Figure 1. Placed cells, one colour a class.
Fill, decap, tap and diode cells in grey.
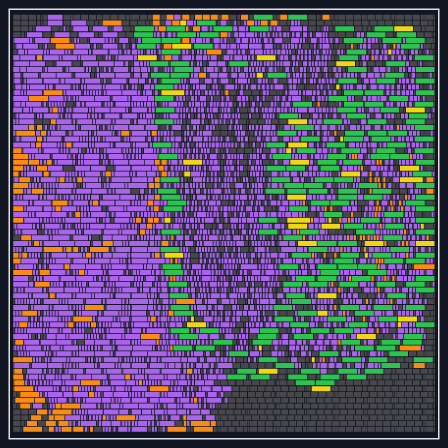
Figure 2. Metal 3.
Bar = 50 um.
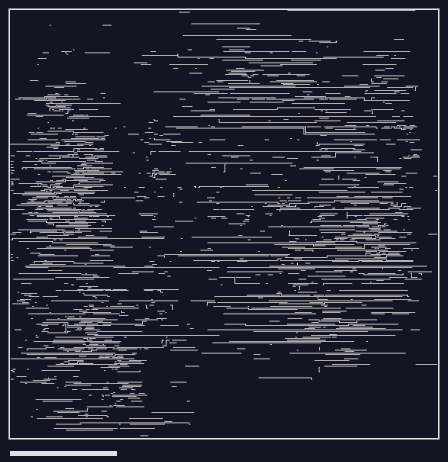
Figure 3. Port wiring.
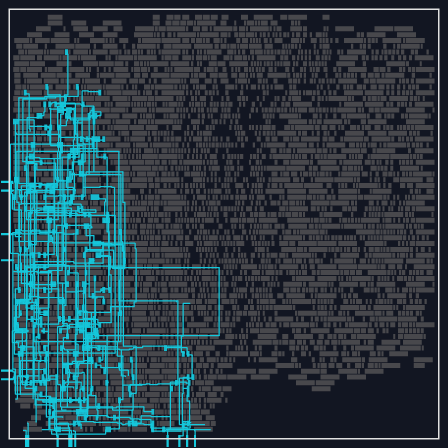
Figure 4. Met2 routing.
Cells faint in the background.
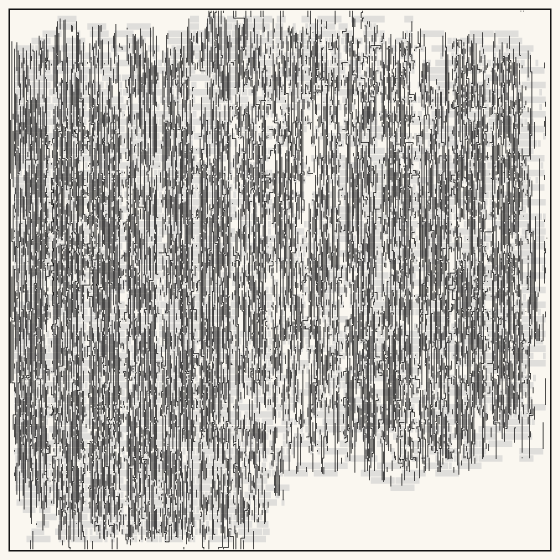
--- src/rtl/mac_acc_multich_if.sv ---
// Sample/result bus between the coefficient sequencer and the multi-channel MAC.
// The sequencer drives the master side; the MAC is the slave.
interface mac_acc_multich_if #(
  parameter int Win  = 16,
  parameter int Wc   = 18,
  parameter int Wout = 16,
  parameter int NCH  = 4
) ();
  localparam int CHW = (NCH > 1) ? $clog2(NCH) : 1;

  logic                   clr;
  logic                   din_valid;
  logic signed [Win-1:0]  din;
  logic signed [Wc-1:0]   coef;
  logic [CHW-1:0]         din_ch;
  logic                   din_last;
  logic signed [Wout-1:0] dout;
  logic [CHW-1:0]         dout_ch;
  logic                   dout_valid;
  logic                   dout_sat;

  modport master (
    output clr, din_valid, din, coef, din_ch, din_last,
    input  dout, dout_ch, dout_valid, dout_sat
  );

  modport slave (
    input  clr, din_valid, din, coef, din_ch, din_last,
    output dout, dout_ch, dout_valid, dout_sat
  );
endinterface

--- src/rtl/mac_acc_multich.sv ---
// NCH independent accumulators sharing one multiplier; a 'last' sample dumps the
// channel sum rounded half-up, scaled by 2^-SHIFT and saturated to Wout bits.
module mac_acc_multich #(
  parameter int Win   = 16,
  parameter int Wc    = 18,
  parameter int Wacc  = 40,
  parameter int Wout  = 16,
  parameter int SHIFT = 17,
  parameter int NCH   = 4
) (
  input logic              clk,
  input logic              rst_n,
  mac_acc_multich_if.slave bus
);
  localparam int CHW = (NCH > 1) ? $clog2(NCH) : 1;
  localparam int WP  = Win + Wc;
  localparam logic [CHW:0] NCH_L = (CHW+1)'(NCH);
  localparam longint MAXL = (64'sd1 <<< (Wout-1)) - 64'sd1;
  localparam logic signed [Wacc:0] MAXV = (Wacc+1)'(MAXL);
  localparam logic signed [Wacc:0] MINV = (Wacc+1)'(-MAXL - 64'sd1);

  logic signed [WP-1:0]   r_p;
  logic [CHW-1:0]         r_ch;
  logic                   r_last;
  logic                   r_vld;
  logic signed [Wacc-1:0] r_acc [NCH];
  logic signed [Wout-1:0] r_dout;
  logic [CHW-1:0]         r_dout_ch;
  logic                   r_dout_valid;
  logic                   r_dout_sat;

  logic                   w_take;
  logic signed [WP-1:0]   w_prod;
  logic signed [Wacc-1:0] w_p_ext;
  logic signed [Wacc-1:0] w_sum;
  logic signed [Wacc:0]   w_sum_x;
  logic signed [Wacc:0]   w_rnd;
  logic                   w_hi;
  logic                   w_lo;
  logic signed [Wout-1:0] w_dout;

  // Out-of-range channels never reach S2, so r_ch always indexes a real accumulator.
  assign w_take  = bus.din_valid && ({1'b0, bus.din_ch} < NCH_L);
  assign w_prod  = WP'(bus.din) * WP'(bus.coef);
  assign w_p_ext = Wacc'(r_p);
  assign w_sum   = r_acc[r_ch] + w_p_ext;
  assign w_sum_x = {w_sum[Wacc-1], w_sum};

  // One extra bit so adding the half-LSB cannot overflow.
  if (SHIFT > 0) begin : g_rnd
    localparam logic signed [Wacc:0] HALF = {{Wacc{1'b0}}, 1'b1} << (SHIFT-1);
    assign w_rnd = (w_sum_x + HALF) >>> SHIFT;
  end else begin : g_nornd
    assign w_rnd = w_sum_x;
  end

  assign w_hi   = (w_rnd > MAXV);
  assign w_lo   = (w_rnd < MINV);
  assign w_dout = w_hi ? MAXV[Wout-1:0] : (w_lo ? MINV[Wout-1:0] : w_rnd[Wout-1:0]);

  always_ff @(posedge clk or negedge rst_n) begin
    if (!rst_n) begin
      r_p          <= '0;
      r_ch         <= '0;
      r_last       <= 1'b0;
      r_vld        <= 1'b0;
      r_dout       <= '0;
      r_dout_ch    <= '0;
      r_dout_valid <= 1'b0;
      r_dout_sat   <= 1'b0;
      for (int i = 0; i < NCH; i++) r_acc[i] <= '0;
    end else if (bus.clr) begin
      r_vld        <= 1'b0;
      r_dout_valid <= 1'b0;
      for (int i = 0; i < NCH; i++) r_acc[i] <= '0;
    end else begin
      r_vld        <= w_take;
      r_dout_valid <= 1'b0;
      if (w_take) begin
        r_p    <= w_prod;
        r_ch   <= bus.din_ch;
        r_last <= bus.din_last;
      end
      if (r_vld) begin
        if (r_last) begin
          r_acc[r_ch]  <= '0;
          r_dout       <= w_dout;
          r_dout_ch    <= r_ch;
          r_dout_sat   <= w_hi || w_lo;
          r_dout_valid <= 1'b1;
        end else begin
          r_acc[r_ch] <= w_sum;
        end
      end
    end
  end

  assign bus.dout       = r_dout;
  assign bus.dout_ch    = r_dout_ch;
  assign bus.dout_valid = r_dout_valid;
  assign bus.dout_sat   = r_dout_sat;
endmodule
--- src/flat_wrapper.sv ---
// flat-port wrapper written by rule: the top's interface ports become plain ports
module mac_acc_multich_flat 
#(
  parameter int Win   = 16,
  parameter int Wc    = 18,
  parameter int Wacc  = 40,
  parameter int Wout  = 16,
  parameter int SHIFT = 17,
  parameter int NCH   = 4
)
  (clk, rst_n, bus_clr, bus_din_valid, bus_din, bus_coef, bus_din_ch, bus_din_last, bus_dout, bus_dout_ch, bus_dout_valid, bus_dout_sat);
  mac_acc_multich_if #(.Win(Win), .Wc(Wc), .Wout(Wout), .NCH(NCH)) bus_i ();
  input logic clk;
  input logic rst_n;
  input wire logic [$bits(bus_i.clr)-1:0] bus_clr;
  input wire logic [$bits(bus_i.din_valid)-1:0] bus_din_valid;
  input wire logic [$bits(bus_i.din)-1:0] bus_din;
  input wire logic [$bits(bus_i.coef)-1:0] bus_coef;
  input wire logic [$bits(bus_i.din_ch)-1:0] bus_din_ch;
  input wire logic [$bits(bus_i.din_last)-1:0] bus_din_last;
  output wire logic [$bits(bus_i.dout)-1:0] bus_dout;
  output wire logic [$bits(bus_i.dout_ch)-1:0] bus_dout_ch;
  output wire logic [$bits(bus_i.dout_valid)-1:0] bus_dout_valid;
  output wire logic [$bits(bus_i.dout_sat)-1:0] bus_dout_sat;
  assign bus_i.clr = bus_clr;
  assign bus_i.din_valid = bus_din_valid;
  assign bus_i.din = bus_din;
  assign bus_i.coef = bus_coef;
  assign bus_i.din_ch = bus_din_ch;
  assign bus_i.din_last = bus_din_last;
  assign bus_dout = bus_i.dout;
  assign bus_dout_ch = bus_i.dout_ch;
  assign bus_dout_valid = bus_i.dout_valid;
  assign bus_dout_sat = bus_i.dout_sat;
  mac_acc_multich #(.Win(Win), .Wc(Wc), .Wacc(Wacc), .Wout(Wout), .SHIFT(SHIFT), .NCH(NCH)) u_core (.clk(clk), .rst_n(rst_n), .bus(bus_i));
endmodule
--- config.mk ---
export PLATFORM = sky130hd
export DESIGN_NAME = mac_acc_multich_flat
export DESIGN_NICKNAME = d
export VERILOG_FILES = /design/src/rtl/mac_acc_multich_if.sv /design/src/rtl/mac_acc_multich.sv /design/src/flat_wrapper.sv
export SDC_FILE = /design/constraint.sdc
export NUM_CORES = 2
export LEC_CHECK = 0
export ABC_AREA = 1
export ABC_CLOCK_PERIOD_IN_PS = 5900
export CAP_MARGIN = 10
export CORE_UTILIZATION = 65
export DETAILED_ROUTE_END_ITERATION = 12
export GPL_TIMING_DRIVEN = 0
export PLACE_DENSITY = 0.89
export SLEW_MARGIN = 20
export SYNTH_ARGS = -nofsm -noshare
export SYNTH_HDL_FRONTEND = slang
export SYNTH_SLANG_ARGS = --single-unit
export TNS_END_PERCENT = 1
--- constraint.sdc ---
create_clock -name clk -period 5.9 [get_ports clk]
set_input_delay 1.18 -clock clk [delete_from_list [all_inputs] [get_ports clk]]
set_output_delay 1.18 -clock clk [all_outputs]
set_load 0.005 [all_outputs]
==> reports/metrics.yaml <==
ys_cells: 3417
critPathLaunch: "bus_din[3]"
yosys-top-cells-count: "nand2_1 (844), inv_1 (750), fa_1 (291)"
fin_nets: 3993
synth-seq-cells: 218
cp-end-kind: "flip-flop"
yosysWarnings: 0
initial_core_util_pct: 66.18
outcome: "complete, but fails checks"
ctsHoldBuffers: 0
synth_top_flop_cell: "dfrtp_1"
fmax_mhz: 156.3
setup_viol: 25
crit_end: "u_core.r_p[32]"
topCellsByArea: "fa_1 (23%), dfrtp_1 (21%), nand2_1 (12%), inv_1 (11%), ha_1 (6.1%)"
rr_startpoint: "u_core.r_ch[0]"
synthTopLogicFamily: "adder cells"
bufAreaShareNonClock_pct: 7.769
hold_path_end: "u_core.bus.dout_ch[0]"
chipArea_um2: 40240
cp.required_ns: 6.29
num_vias: 24798
first_iter_violations: 2761
cp_num_cells: 26
clkbuf_count: 26
crit_family: "adder cells"
final.setup.worst_slack_ns: -0.4973
cts-root-buf: "clkbuf_16"
area_growth_pct: 13.84
synth.distinct_cells: 47
adder_share_pct: 28.88
antenna-diode-count: 1
max-clock-path-buffers: 3
reg2reg_to: "u_core.bus.dout[7]"
inv_count: 770
violations: "setup timing"
top_cell_area_share_pct: 22.73
path_class: "in2reg"
ys_area_um2: 25630
cts.sinks: 218
track_usage_pct: 42.68
pre_cts_ws_ns: -1.816
drive_gt1_share_pct: 10.86
cts_resized: 190
logic_gates: 2284
finalSetupTns_ns: -5.658
slew_viol_final: 0
critical_path_buf_inv_count: 6
worstHoldStart: "u_core.bus.dout_ch[0]"
cp_slowest_cell: "fa_1"
whs_path_depth: 2
maxSlewHeadroom_pct: 21.95
route.detailed.drc: 0
clock_area_share_pct: 2.817
edf_count: 0
hpwl_um: 61640
grt_setup_unrepaired: "true"
drv_cap: 0
simple_gate_share_pct: 20.46
warnings: 32
flops: 218
async_flop_share_pct: 100.0
top_cell: "nand2_1"
finalHoldViolations: 0
fillCellCount: 2643
placed_area_um2: 27170
arrival_ns: 6.79
hold-worst-slack_ns: 0.4833
r2r_slack_ns: -0.16
period_needed_ns: 6.397
postSynthSeqShare_pct: 21.28
wl_per_cell_um: 21.33
die_w_um: 200.6
r2r_cells: 30
worst_pin_slew_ns: 1.171
cts_made_buffers: 24
worstPathMaxFanout: 10
top_area_cell_class: "combinational gates"
floorplan.nets: 3875
lay_top_count: "nand2_1"
clk-insertion-delay-late_ns: 0.53
tritoncts: "yes"
synth_cells: 3417
gp_routability_congestion: 1.038
cts_max_level: 1
regArea_um2: 5455
grt_pass1_vias: 25569
Notes on Figure 1 above:
Key: other buffers and delay cells = orange [cells 237]; flops = green [cells 218]; combinational and other logic = purple [cells 3054]; clock drivers and dummy loads = yellow [cells 44]
post-layout util: 75.33%
final instance area: 29180 um^2
core footprint: 38740 um^2
num rows: 72

Notes on Figure 2 above:
The longest straight run is 94.8 um. The layer holds 12% of the routed length.

Notes on Figure 3 above:
Key: bus_din = cyan [bits 16, direction input, edge 10 bottom, 6 left, end cells 271, buffers 37, wire 6380 um]

Notes on Figure 4 above:
The wires run mostly vertical. The layer holds 45% of the routed length. The layer carries 39.4 mm of wire.

-- registers in the layout, indices dropped and copies added, names as in the netlist --
signal,cells
u_core.r_p,34
u_core.bus.dout_sat,1
u_core.bus.dout_ch,2
u_core.bus.dout,16
u_core.r_ch,2
u_core.r_acc,160
u_core.bus.dout_valid,1
u_core.r_last,1
u_core.r_vld,1
-- routing by layer --
layer  share of wire (%)  vias to the layer above  track usage (%)
met2                  45                     1786            69.15
met4                 9.4                        2            32.69
li1                    -                    10831                -
met3                  12                      630            12.27
met5               0.015                        -                0
met1                  33                    11549            47.73
